==> config.mk <==
export PLATFORM = sky130hd
export DESIGN_NAME = mci_cif_router_flat
export DESIGN_NICKNAME = d
export VERILOG_FILES = /design/src/rtl/mci_cif_router_pkg.sv /design/src/rtl/mci_cif_router_if.sv /design/src/rtl/mci_cif_addr_decode.sv /design/src/rtl/mci_cif_router.sv /design/src/flat_wrapper.sv
export SDC_FILE = /design/constraint.sdc
export NUM_CORES = 1
export LEC_CHECK = 0
export CAP_MARGIN = 10
export CORE_AREA = 2 2 205 207
export CTS_CLUSTER_SIZE = 40
export DETAILED_ROUTE_END_ITERATION = 16
export DIE_AREA = 0 0 207 209
export GPL_TIMING_DRIVEN = 0
export HOLD_SLACK_MARGIN = 0.03
export PLACE_DENSITY_LB_ADDON = 0.3
export SKIP_LAST_GASP = 1
export SLEW_MARGIN = 40
export SYNTH_ARGS = -nofsm -noshare
export SYNTH_HDL_FRONTEND = slang
export SYNTH_HIERARCHICAL = 1
export SYNTH_SLANG_ARGS = --single-unit
export TNS_END_PERCENT = 5
==> constraint.sdc <==
create_clock -name clk -period 3.7 [get_ports clk]
set_input_delay 1.11 -clock clk [delete_from_list [all_inputs] [get_ports clk]]
set_output_delay 1.11 -clock clk [all_outputs]
set_load 0.05 [all_outputs]
==> src/rtl/mci_cif_router_pkg.sv <==
// Shared types for the MCI CIF router: FSM states, the captured request record
// and the base/mask window match used by the address decoder.
package mci_cif_router_pkg;

  // The request record is sized for the widest supported fabric; narrower
  // instances zero-extend into it and slice back out.
  localparam int AW_MAX = 64;
  localparam int DW_MAX = 128;
  localparam int WS_MAX = DW_MAX / 8;
  localparam int UW_MAX = 64;
  localparam int IW_MAX = 32;

  typedef enum logic [1:0] {
    IDLE  = 2'd0,
    ISSUE = 2'd1,
    RESP  = 2'd2
  } state_t;

  typedef struct packed {
    logic [AW_MAX-1:0] addr;
    logic              write;
    logic [UW_MAX-1:0] user;
    logic [IW_MAX-1:0] id;
    logic [DW_MAX-1:0] wdata;
    logic [WS_MAX-1:0] wstrb;
  } cif_req_t;

  function automatic logic window_hit(input logic [AW_MAX-1:0] addr,
                                      input logic [AW_MAX-1:0] base,
                                      input logic [AW_MAX-1:0] mask);
    return (addr & ~mask) == base;
  endfunction

endpackage

==> src/rtl/mci_cif_router_if.sv <==
// Upstream CIF request/response bus between the AXI subordinate (master side)
// and the router (slave side).
interface mci_cif_router_if #(
  parameter int AW = 32,
  parameter int DW = 32,
  parameter int UW = 32,
  parameter int IW = 8
) ();

  logic            req_dv;
  logic [AW-1:0]   req_addr;
  logic            req_write;
  logic [UW-1:0]   req_user;
  logic [IW-1:0]   req_id;
  logic [DW-1:0]   req_wdata;
  logic [DW/8-1:0] req_wstrb;
  logic            resp_hold;
  logic            resp_error;
  logic [DW-1:0]   resp_rdata;

  modport master (
    output req_dv, req_addr, req_write, req_user, req_id, req_wdata, req_wstrb,
    input  resp_hold, resp_error, resp_rdata
  );

  modport slave (
    input  req_dv, req_addr, req_write, req_user, req_id, req_wdata, req_wstrb,
    output resp_hold, resp_error, resp_rdata
  );

endinterface

==> src/rtl/mci_cif_addr_decode.sv <==
// Combinational base/mask window decoder; overlapping windows resolve to the
// lowest target index.
module mci_cif_addr_decode
  import mci_cif_router_pkg::*;
#(
  parameter int                    AW       = 32,
  parameter int                    NUM_TGT  = 4,
  parameter int                    SEL_W    = 2,
  parameter logic [NUM_TGT*AW-1:0] TGT_BASE = '0,
  parameter logic [NUM_TGT*AW-1:0] TGT_MASK = '0
) (
  input  logic [AW-1:0]      addr,
  output logic [NUM_TGT-1:0] hit,
  output logic [SEL_W-1:0]   sel,
  output logic               any_hit
);

  genvar gi;
  generate
    for (gi = 0; gi < NUM_TGT; gi++) begin : g_win
      assign hit[gi] = window_hit(AW_MAX'(addr),
                                  AW_MAX'(TGT_BASE[gi*AW +: AW]),
                                  AW_MAX'(TGT_MASK[gi*AW +: AW]));
    end
  endgenerate

  // Scan downwards so the last assignment wins: the lowest hitting index.
  always_comb begin
    sel = '0;
    for (int i = NUM_TGT - 1; i >= 0; i--) begin
      if (hit[i]) sel = SEL_W'(i);
    end
  end

  assign any_hit = |hit;

endmodule

==> src/rtl/mci_cif_router.sv <==
// N-target CIF router: window decode, one-hot target issue with watchdog,
// privilege classification from the AXI user and a registered response.
module mci_cif_router
  import mci_cif_router_pkg::*;
#(
  parameter int                    AW             = 32,
  parameter int                    DW             = 32,
  parameter int                    UW             = 32,
  parameter int                    IW             = 8,
  parameter int                    NUM_TGT        = 4,
  parameter logic [NUM_TGT*AW-1:0] TGT_BASE       = {32'h0003_0000, 32'h0002_0000,
                                                     32'h0001_0000, 32'h0000_0000},
  parameter logic [NUM_TGT*AW-1:0] TGT_MASK       = {32'h0000_FFFF, 32'h0000_FFFF,
                                                     32'h0000_FFFF, 32'h0000_FFFF},
  parameter int                    NUM_PRIV       = 3,
  parameter int                    TIMEOUT_CYCLES = 256,
  parameter int                    CNT_W          = 16
) (
  input  logic                   clk,
  input  logic                   rst,
  mci_cif_router_if.slave        bus,
  output logic [NUM_TGT-1:0]     tgt_dv,
  output logic [AW-1:0]          tgt_addr,
  output logic                   tgt_write,
  output logic [UW-1:0]          tgt_user,
  output logic [IW-1:0]          tgt_id,
  output logic [DW-1:0]          tgt_wdata,
  output logic [DW/8-1:0]        tgt_wstrb,
  input  logic [NUM_TGT-1:0]     tgt_hold,
  input  logic [NUM_TGT-1:0]     tgt_error,
  input  logic [NUM_TGT*DW-1:0]  tgt_rdata,
  input  logic [NUM_PRIV*UW-1:0] strap_priv_user,
  output logic [NUM_PRIV-1:0]    priv_req,
  output logic                   soc_req,
  output logic [CNT_W-1:0]       decode_err_cnt,
  output logic [CNT_W-1:0]       timeout_cnt,
  output logic                   timeout_pulse
);

  localparam int              SEL_W     = (NUM_TGT > 1) ? $clog2(NUM_TGT) : 1;
  localparam int              WAIT_W    = (TIMEOUT_CYCLES > 1) ? $clog2(TIMEOUT_CYCLES) : 1;
  localparam bit              WDOG_EN   = (TIMEOUT_CYCLES != 0);
  localparam logic [WAIT_W-1:0] WAIT_LAST = WAIT_W'(TIMEOUT_CYCLES - 1);

  state_t              state_reg;
  cif_req_t            req_reg;
  cif_req_t            req_in;
  logic [SEL_W-1:0]    sel_reg;
  logic [WAIT_W-1:0]   wait_cnt_reg;
  logic [NUM_TGT-1:0]  tgt_dv_reg;
  logic                resp_hold_reg;
  logic                resp_error_reg;
  logic [DW-1:0]       resp_rdata_reg;
  logic [NUM_PRIV-1:0] priv_req_reg;
  logic                soc_req_reg;
  logic [CNT_W-1:0]    decode_err_cnt_reg;
  logic [CNT_W-1:0]    timeout_cnt_reg;
  logic                timeout_pulse_reg;

  logic [NUM_TGT-1:0]  dec_hit;
  logic [SEL_W-1:0]    dec_sel;
  logic                dec_any_hit;
  logic [NUM_PRIV-1:0] priv_match;
  logic                unused_bits;

  mci_cif_addr_decode #(
    .AW       (AW),
    .NUM_TGT  (NUM_TGT),
    .SEL_W    (SEL_W),
    .TGT_BASE (TGT_BASE),
    .TGT_MASK (TGT_MASK)
  ) u_decode (
    .addr    (bus.req_addr),
    .hit     (dec_hit),
    .sel     (dec_sel),
    .any_hit (dec_any_hit)
  );

  genvar gi;
  generate
    for (gi = 0; gi < NUM_PRIV; gi++) begin : g_priv
      assign priv_match[gi] = (bus.req_user == strap_priv_user[gi*UW +: UW]);
    end
  endgenerate

  always_comb begin
    req_in       = '0;
    req_in.addr  = AW_MAX'(bus.req_addr);
    req_in.write = bus.req_write;
    req_in.user  = UW_MAX'(bus.req_user);
    req_in.id    = IW_MAX'(bus.req_id);
    req_in.wdata = DW_MAX'(bus.req_wdata);
    req_in.wstrb = WS_MAX'(bus.req_wstrb);
  end

  always_ff @(posedge clk) begin
    if (rst) begin
      state_reg          <= IDLE;
      req_reg            <= '0;
      sel_reg            <= '0;
      wait_cnt_reg       <= '0;
      tgt_dv_reg         <= '0;
      resp_hold_reg      <= 1'b1;
      resp_error_reg     <= 1'b0;
      resp_rdata_reg     <= '0;
      priv_req_reg       <= '0;
      soc_req_reg        <= 1'b0;
      decode_err_cnt_reg <= '0;
      timeout_cnt_reg    <= '0;
      timeout_pulse_reg  <= 1'b0;
    end else begin
      timeout_pulse_reg <= 1'b0;
      case (state_reg)
        IDLE: begin
          if (bus.req_dv) begin
            req_reg      <= req_in;
            sel_reg      <= dec_sel;
            wait_cnt_reg <= '0;
            priv_req_reg <= priv_match;
            soc_req_reg  <= ~|priv_match;
            if (dec_any_hit) begin
              state_reg  <= ISSUE;
              tgt_dv_reg <= NUM_TGT'(1) << dec_sel;
            end else begin
              state_reg      <= RESP;
              resp_hold_reg  <= 1'b0;
              resp_error_reg <= 1'b1;
              resp_rdata_reg <= '0;
              if (~&decode_err_cnt_reg) decode_err_cnt_reg <= decode_err_cnt_reg + 1'b1;
            end
          end
        end
        ISSUE: begin
          // A completing target wins over a watchdog expiry in the same cycle.
          if (!tgt_hold[sel_reg]) begin
            state_reg      <= RESP;
            tgt_dv_reg     <= '0;
            resp_hold_reg  <= 1'b0;
            resp_error_reg <= tgt_error[sel_reg];
            resp_rdata_reg <= req_reg.write ? '0 : tgt_rdata[sel_reg*DW +: DW];
          end else if (WDOG_EN && (wait_cnt_reg == WAIT_LAST)) begin
            state_reg         <= RESP;
            tgt_dv_reg        <= '0;
            resp_hold_reg     <= 1'b0;
            resp_error_reg    <= 1'b1;
            resp_rdata_reg    <= '0;
            timeout_pulse_reg <= 1'b1;
            if (~&timeout_cnt_reg) timeout_cnt_reg <= timeout_cnt_reg + 1'b1;
          end else begin
            wait_cnt_reg <= wait_cnt_reg + 1'b1;
          end
        end
        RESP: begin
          state_reg      <= IDLE;
          resp_hold_reg  <= 1'b1;
          resp_error_reg <= 1'b0;
          resp_rdata_reg <= '0;
          priv_req_reg   <= '0;
          soc_req_reg    <= 1'b0;
        end
        default: begin
          state_reg <= IDLE;
        end
      endcase
    end
  end

  assign bus.resp_hold  = resp_hold_reg;
  assign bus.resp_error = resp_error_reg;
  assign bus.resp_rdata = resp_rdata_reg;

  assign tgt_dv    = tgt_dv_reg;
  assign tgt_addr  = req_reg.addr[AW-1:0];
  assign tgt_write = req_reg.write;
  assign tgt_user  = req_reg.user[UW-1:0];
  assign tgt_id    = req_reg.id[IW-1:0];
  assign tgt_wdata = req_reg.wdata[DW-1:0];
  assign tgt_wstrb = req_reg.wstrb[DW/8-1:0];

  assign priv_req       = priv_req_reg;
  assign soc_req        = soc_req_reg;
  assign decode_err_cnt = decode_err_cnt_reg;
  assign timeout_cnt    = timeout_cnt_reg;
  assign timeout_pulse  = timeout_pulse_reg;

  // Padding bits of the wide request record and the raw hit vector are not needed here.
  assign unused_bits = ^{req_reg, dec_hit};

  // The upstream master must keep req_dv asserted until its response cycle.
  a_req_held: assert property (@(posedge clk) disable iff (rst)
                               (state_reg != IDLE) |-> bus.req_dv);

endmodule

==> src/flat_wrapper.sv <==
// flat-port wrapper written by rule: the top's interface ports become plain ports
module mci_cif_router_flat import mci_cif_router_pkg::*;
#(
  parameter int                    AW             = 32,
  parameter int                    DW             = 32,
  parameter int                    UW             = 32,
  parameter int                    IW             = 8,
  parameter int                    NUM_TGT        = 4,
  parameter logic [NUM_TGT*AW-1:0] TGT_BASE       = {32'h0003_0000, 32'h0002_0000,
                                                     32'h0001_0000, 32'h0000_0000},
  parameter logic [NUM_TGT*AW-1:0] TGT_MASK       = {32'h0000_FFFF, 32'h0000_FFFF,
                                                     32'h0000_FFFF, 32'h0000_FFFF},
  parameter int                    NUM_PRIV       = 3,
  parameter int                    TIMEOUT_CYCLES = 256,
  parameter int                    CNT_W          = 16
)
  (clk, rst, tgt_dv, tgt_addr, tgt_write, tgt_user, tgt_id, tgt_wdata, tgt_wstrb, tgt_hold, tgt_error, tgt_rdata, strap_priv_user, priv_req, soc_req, decode_err_cnt, timeout_cnt, timeout_pulse, bus_req_dv, bus_req_addr, bus_req_write, bus_req_user, bus_req_id, bus_req_wdata, bus_req_wstrb, bus_resp_hold, bus_resp_error, bus_resp_rdata);
  mci_cif_router_if #(.AW(AW), .DW(DW), .UW(UW), .IW(IW)) bus_i ();
  input  logic clk;
  input  logic rst;
  output logic [NUM_TGT-1:0] tgt_dv;
  output logic [AW-1:0] tgt_addr;
  output logic tgt_write;
  output logic [UW-1:0] tgt_user;
  output logic [IW-1:0] tgt_id;
  output logic [DW-1:0] tgt_wdata;
  output logic [DW/8-1:0] tgt_wstrb;
  input  logic [NUM_TGT-1:0] tgt_hold;
  input  logic [NUM_TGT-1:0] tgt_error;
  input  logic [NUM_TGT*DW-1:0] tgt_rdata;
  input  logic [NUM_PRIV*UW-1:0] strap_priv_user;
  output logic [NUM_PRIV-1:0] priv_req;
  output logic soc_req;
  output logic [CNT_W-1:0] decode_err_cnt;
  output logic [CNT_W-1:0] timeout_cnt;
  output logic timeout_pulse;
  input wire logic [$bits(bus_i.req_dv)-1:0] bus_req_dv;
  input wire logic [$bits(bus_i.req_addr)-1:0] bus_req_addr;
  input wire logic [$bits(bus_i.req_write)-1:0] bus_req_write;
  input wire logic [$bits(bus_i.req_user)-1:0] bus_req_user;
  input wire logic [$bits(bus_i.req_id)-1:0] bus_req_id;
  input wire logic [$bits(bus_i.req_wdata)-1:0] bus_req_wdata;
  input wire logic [$bits(bus_i.req_wstrb)-1:0] bus_req_wstrb;
  output wire logic [$bits(bus_i.resp_hold)-1:0] bus_resp_hold;
  output wire logic [$bits(bus_i.resp_error)-1:0] bus_resp_error;
  output wire logic [$bits(bus_i.resp_rdata)-1:0] bus_resp_rdata;
  assign bus_i.req_dv = bus_req_dv;
  assign bus_i.req_addr = bus_req_addr;
  assign bus_i.req_write = bus_req_write;
  assign bus_i.req_user = bus_req_user;
  assign bus_i.req_id = bus_req_id;
  assign bus_i.req_wdata = bus_req_wdata;
  assign bus_i.req_wstrb = bus_req_wstrb;
  assign bus_resp_hold = bus_i.resp_hold;
  assign bus_resp_error = bus_i.resp_error;
  assign bus_resp_rdata = bus_i.resp_rdata;
  mci_cif_router #(.AW(AW), .DW(DW), .UW(UW), .IW(IW), .NUM_TGT(NUM_TGT), .TGT_BASE(TGT_BASE), .TGT_MASK(TGT_MASK), .NUM_PRIV(NUM_PRIV), .TIMEOUT_CYCLES(TIMEOUT_CYCLES), .CNT_W(CNT_W)) u_core (.clk(clk), .rst(rst), .bus(bus_i), .tgt_dv(tgt_dv), .tgt_addr(tgt_addr), .tgt_write(tgt_write), .tgt_user(tgt_user), .tgt_id(tgt_id), .tgt_wdata(tgt_wdata), .tgt_wstrb(tgt_wstrb), .tgt_hold(tgt_hold), .tgt_error(tgt_error), .tgt_rdata(tgt_rdata), .strap_priv_user(strap_priv_user), .priv_req(priv_req), .soc_req(soc_req), .decode_err_cnt(decode_err_cnt), .timeout_cnt(timeout_cnt), .timeout_pulse(timeout_pulse));
endmodule
**Run 1: floorplan with the power grid**

Drawn at 2 px/um. Pins as bars on the die edge.
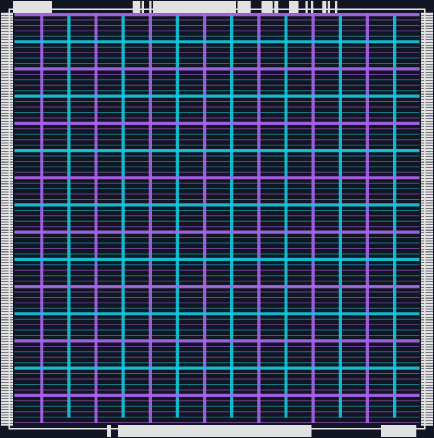
Cyan stands for VDD. Purple stands for VSS.
528 signal pins sit on the boundary. 76 met1 rails follow the rows. The core has 75 rows. 15 straps on met5. 14 straps on met4.
peak supply drop: 0.2193 mV
core area: 41290 sq um

**Run 1: gate families picked out**

Drawn at 1.5 px/um.
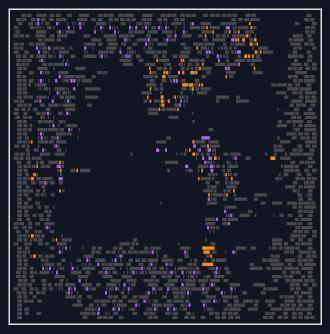
Purple stands for inverting AOI/OAI gates, cells 144. Orange stands for NOR gates, cells 79.

==> summary.txt, run 1 <==
run metrics: total cell area at the placement stage 15140 sq um, crit path launch type primary input, Crit path depth 8, layout overhead on the synthesized area 71.07%, Multi-input gate area approximately 5000 sq um, worst path bufs/invs 2, type of the tightest min-delay check flip-flop to flip-flop, hold buffer count at CTS 0, gate count after technology mapping 1033, global routing met2 resource utilization 0.3426, chip footprint around 43000 sq um, mean area per synthesized cell just under 9 sq um, number of failing setup endpoints in the final timing report 0, run status finished clean, starting utilization of the core area 0.2227, slowest stage cell, crit path or4_1, fraction of layout instances using a drive strength above 1 0.05908, largest delay contributor family on the critical path simple AND/OR/NAND/NOR gates, initial detailed-routing violation count 388, setup tns final 0 ns, total half-perimeter wirelength after legalization and detailed placement 33610 um, transition time of the tightest slew-check pin 0.7658 ns, last weighted congestion value of the routability-driven placer 0.9084, M3 GR Usage 0.05621, required time of the critical path 4.08 ns, antenna violations before repair 0, net total in the final layout 1926, latest clock arrival within the worst-skew pair 0.45 ns, post-DR vias/cell approximately 4.5, Clock Pin Slew Worst Setup and Hold Paths 0.07 ns, via count of the first global-routing pass 9955, residual DRC count 0, share of the core filled with cells in the final layout 0.3809, global routing's busiest layer met2, chip height 209 um, Non-Filler Instances 2130, depth of the most critical reg-to-reg path 8, count of pins over their slew limit 0, pin count of the biggest net entering global routing 17, setup slack of the critical path after layout 0.09168 ns, Sw Ratio 0.2920, worst hold path stage count 2, series of cell instances along the critical path clkdlybuf4s50_1, or4_1, buf_4, nor4b_4, nand3b_1, a311o_2, or4b_1, a21oi_1, final worst-path cycle share 0.9752, Hold Fails Final Rpt 0, post-layout power approximately 0.0053 W, clk buf depth 2, Root Buffer Master clkbuf_16, longest individual stage delay on the worst path roughly 0.60 ns, Buffers on Ports 526, clock tree from TritonCTS yes, power density over cell area 336.6 nW/um^2, Die Wd just over 200 um, wire length of the first global-routing pass 60560 um, Yosys warnings 6, Nets at Floorplan between 1000 and 1500, total net switching power 0.001546 W, minimum clock period after layout 3.608 ns, # placed instances 2098, number of buffers added for setup after CTS 0, internal power contribution 0.003748 W
**Run 1: wiring by layer**

Drawn at 2 px/um.
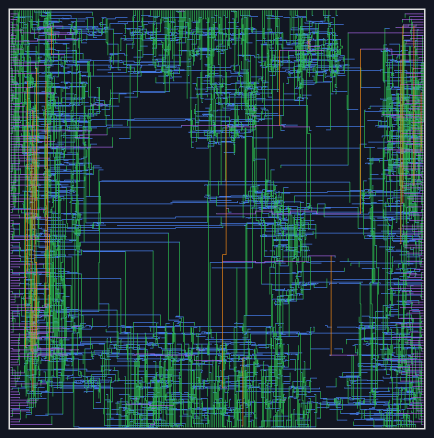
Blue stands for metal 1, wire length 15500 um. Purple stands for metal 3, wire length 2780 um. Green stands for metal 2, wire length 21.1 mm. Orange stands for metal 4, wire length 1440 um.
GRT Overall Usage: 0.1854
count of vias placed by the detailed router: 9655
per-cell routed wire length: 19.18 um
total detailed-routing wirelength: 40850 um

==> run 1: power by group through the flow <==
stage               Combinational (W)  Clock (W)  Sequential (W)
detailed placement            0.00125          0         0.00227
floorplan                    0.000301          0         0.00253
finish                        0.00124    0.00183         0.00223
global placement              0.00125          0         0.00227
global route                  0.00131    0.00199         0.00223
CTS                           0.00125    0.00192         0.00223
==> run 1: layer usage <==
layer	routed length (um)	vias to the layer above
met4	1438	0
li1	-	4689
met2	21140	414
met5	0	-
met3	2775	48
met1	15490	4504
==> run 1: final timing paths <==
path,from,endpoint,slack (ns)
setup / recovery,bus_req_addr[25],u_core/tgt_dv[2],0.09
hold / removal,u_core/tgt_wdata[21],u_core/tgt_wdata[21],0.45
setup reg to reg,u_core/state_reg[0],u_core/tgt_user[19],1.09
hold reg to reg,u_core/tgt_wdata[21],u_core/tgt_wdata[21],0.45
==> run 1: cell type report <==
cell class                      count  area share
Timing Repair Buffer              527      0.3352
Multi-Input combinational cell    765      0.3173
Sequential cell                   196      0.2495
Tap cell                          539     0.04288
Clock buffer                       21     0.02928
Buffer                             67     0.01830
Clock inverter                     10    0.006285
Inverter                            5    0.001193
==> run 1: layout by cell type, fill, tap and decap left out, types with 3 or more instances in the layout <==
cell,count
a211oi_1,3
a21oi_1,124
a22o_1,33
and2_1,8
and3_1,5
and4_1,5
buf_1,6
buf_2,8
clkbuf_1,46
clkbuf_16,17
clkbuf_2,6
clkdlybuf4s50_1,526
dfxtp_1,196
ha_1,3
inv_1,5
inv_6,3
mux4_2,34
nand2_1,246
nand2b_1,3
nand3_1,12
nand4_1,40
nor2_1,45
nor3_1,11
nor4_1,13
o21ai_0,7
or3_1,4
or3b_2,3
or4_1,4
xnor2_1,119
xor2_1,9
**Run 1: clock distribution**

Drawn at 1.5 px/um.
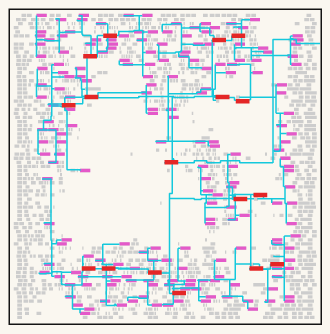

==> inputs of run 2 (changes only) <==
--- a/config.mk
+++ b/config.mk
@@ -14,7 +14,7 @@
 export HOLD_SLACK_MARGIN = 0.03
 export PLACE_DENSITY_LB_ADDON = 0.3
 export SKIP_LAST_GASP = 1
-export SLEW_MARGIN = 40
+export SLEW_MARGIN = 20
 export SYNTH_ARGS = -nofsm -noshare
 export SYNTH_HDL_FRONTEND = slang
 export SYNTH_HIERARCHICAL = 1
**Run 2: clock distribution**

Drawn at 1.5 px/um.
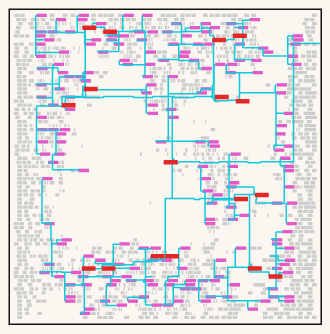
Red stands for clock drivers, count 17. Cyan stands for clock wires, length 2920 um. Magenta stands for flip-flops, count 196.
There are 18 routed clock nets.

**Run 2: the clock network**

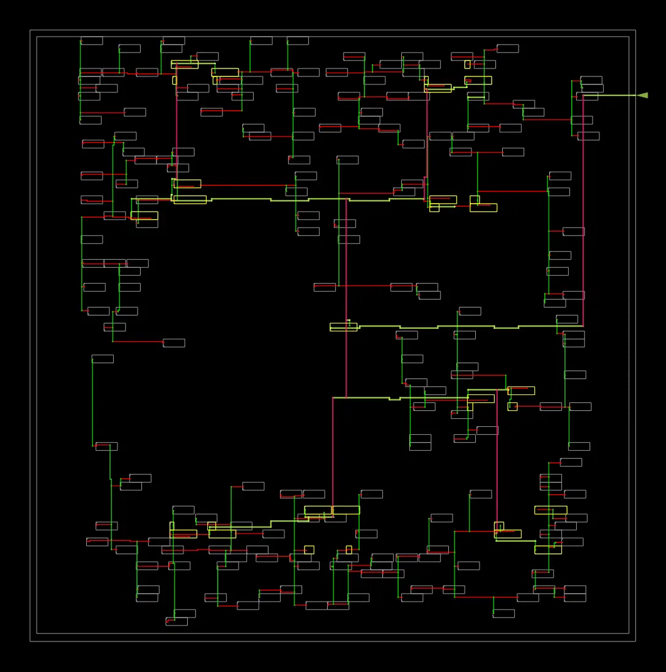
worst clock skew: 0.01141 ns
latest clock arrival within the worst-skew pair: 0.45 ns
number of CTS-inserted buffers: 17
sequential cell count: 196

==> run 2 against run 1 <==
Against the previous run: first-iteration DRC count grew 10%; combinational power barely moved; clock-buffer cell count unchanged; cell area about the same; die area is the same; sequential cell count unchanged; worst hold slack got worse by 0.00056 ns; sequential power is essentially flat; worst setup slack improved by 0.017 ns; critical endpoint unchanged.
==> summary.txt, run 2 <==
run metrics: run status finished clean, routed wl met2 20950 um (-0.90%), startpoint of the most critical register-to-register path u_core/state_reg[1], type of the tightest min-delay check flip-flop to flip-flop, core area 41290 sq um (unchanged), initial detailed-routing violation count 427 (+10%), Buffers on Ports 526 (unchanged), starting utilization of the core area 0.2227 (unchanged), transition time of the tightest slew-check pin 0.9469 ns (+0.1811 ns), net total in the final layout 1926 (unchanged), series of cell instances along the critical path clkdlybuf4s50_1, or4_1, buf_4, nor4b_4, nand3b_1, a311o_2, or4b_1, a21oi_1, chip height 209 um (unchanged), minimum clock period after layout 3.591 ns (-0.01707 ns), required time of the critical path 4.08 ns (about the same), uppermost layer routed met4, power density over cell area 338.6 nW/um^2 (+0.59%), peak supply drop 0.2350 mV (+7.1%), longest individual stage delay on the worst path 0.60 ns (about the same), mean area per synthesized cell 8.900 sq um (unchanged), post-layout power 0.005325 W (+0.60%), wire length of the first global-routing pass 60520 um (about the same), Multi-input gate area 4991 sq um (unchanged), fraction of layout instances using a drive strength above 1 0.05528 (-0.003806), chip footprint 43260 sq um (unchanged), total detailed-routing wirelength 40780 um (-0.16%), gate count after technology mapping 1033 (unchanged), Hold Fails Final Rpt 0 (unchanged), antenna violations before repair 0 (unchanged), slowest stage cell, crit path or4_1, most used cells in the layout excluding fill and tap cells clkdlybuf4s50_1, nand2_1, dfxtp_1, per-cell routed wire length 19.14 um (-0.21%), Die Wd 207 um (unchanged), layout overhead on the synthesized area 71.08% (about the same), total cell area at the placement stage 15130 sq um (about the same), setup slack of the critical path after layout 0.1087 ns (+0.01707 ns), final worst-path cycle share 0.9706 (-0.004613), crit path launch type primary input, pin count of the biggest net entering global routing 17 (unchanged), flop2flop setup slack 1.12 ns (+0.03 ns), count of vias placed by the detailed router 9618 (-0.38%), number of failing setup endpoints in the final timing report 0 (unchanged), total half-perimeter wirelength after legalization and detailed placement 33590 um (about the same), count of pins over their slew limit 0 (unchanged), Clock Pin Slew Worst Setup and Hold Paths 0.07 ns (about the same), depth of the most critical reg-to-reg path 8 (unchanged), residual DRC count 0 (unchanged), Root Buffer Master clkbuf_16, worst hold path stage count 2 (unchanged), post-DR vias/cell 4.513 (-0.43%), last weighted congestion value of the routability-driven placer 0.9084 (unchanged), critical hold path startpoint u_core/tgt_user[24], end point of the most critical hold path u_core/tgt_user[24], clk buf depth 2 (unchanged), GRT Overall Usage 0.1850 (-0.0004452), hold buffer count at CTS 0 (unchanged), total met3 wirelength after detailed routing 2909 um (+4.8%), setup tns final 0 ns (unchanged), clock tree from TritonCTS yes, Non-Filler Instances 2131 (+0.047%), via count of the first global-routing pass 9988 (+0.33%), r2r endpoint u_core/tgt_user[13], Yosys warnings 6 (unchanged), Nets at Floorplan 1380 (unchanged), GR Overflow Total 0, most common cell after layout, fill and taps aside clkdlybuf4s50_1, # placed instances 2098 (unchanged)
-- run 2: area by class of cell --
cell class | count | share of cell area
clock inverters | 11 | 0.008034
flip-flops and latches | 196 | 0.2495
repair buffers | 527 | 0.3352
well taps | 539 | 0.04288
clock buffers | 21 | 0.02800
inverters | 5 | 0.001193
plain buffers | 67 | 0.01790
multi-input cells | 765 | 0.3173
-- run 2: worst max-delay path by stage --
stage                     startpoint                        end  slack [ns]  cells past startpoint
floorplan           bus_req_addr[23]           u_core/tgt_dv[1]        0.36                      7
global placement    bus_req_addr[25]  u_core/bus.resp_rdata[29]       -0.60                      9
detailed placement  bus_req_addr[25]  u_core/bus.resp_rdata[21]       -0.57                      9
CTS                 bus_req_addr[25]           u_core/tgt_dv[2]       -0.06                      8
global route        bus_req_addr[25]           u_core/tgt_dv[2]       -0.02                      8
finish              bus_req_addr[25]           u_core/tgt_dv[2]        0.11                      8
-- run 2: metal layers --
layer	up-vias	track usage
li1	4685	-
met1	4462	0.1940
met2	420	0.3428
met3	51	0.05470
met4	0	0.07759
met5	-	0
-- run 2: timing repair --
| item | in CTS | in global routing |
|---|---|---|
| buffers inserted | 0 | 1 |
| endpoints found under the setup margin | 32 | 33 |
| pin swaps | 0 | 1 |
| gates resized | 1 | 3 |
-- run 2: power breakdown --
group          internal (W)  leakage (nW)  switching (W)
registers           0.00218          1.60      0.0000412
logic              0.000597          3.43       0.000647
clock network       0.00100         0.276       0.000856
total               0.00378          5.31        0.00154
-- run 2: critical path, delay by kind of cell --
kind	cells	cell delay, ns
AOI/OAI and AO/OA	2	0.63
buffers and inverters	2	0.61
and+or+nand+nor	4	1.61
No activity file was given, so power comes from the tool's default toggle rates.
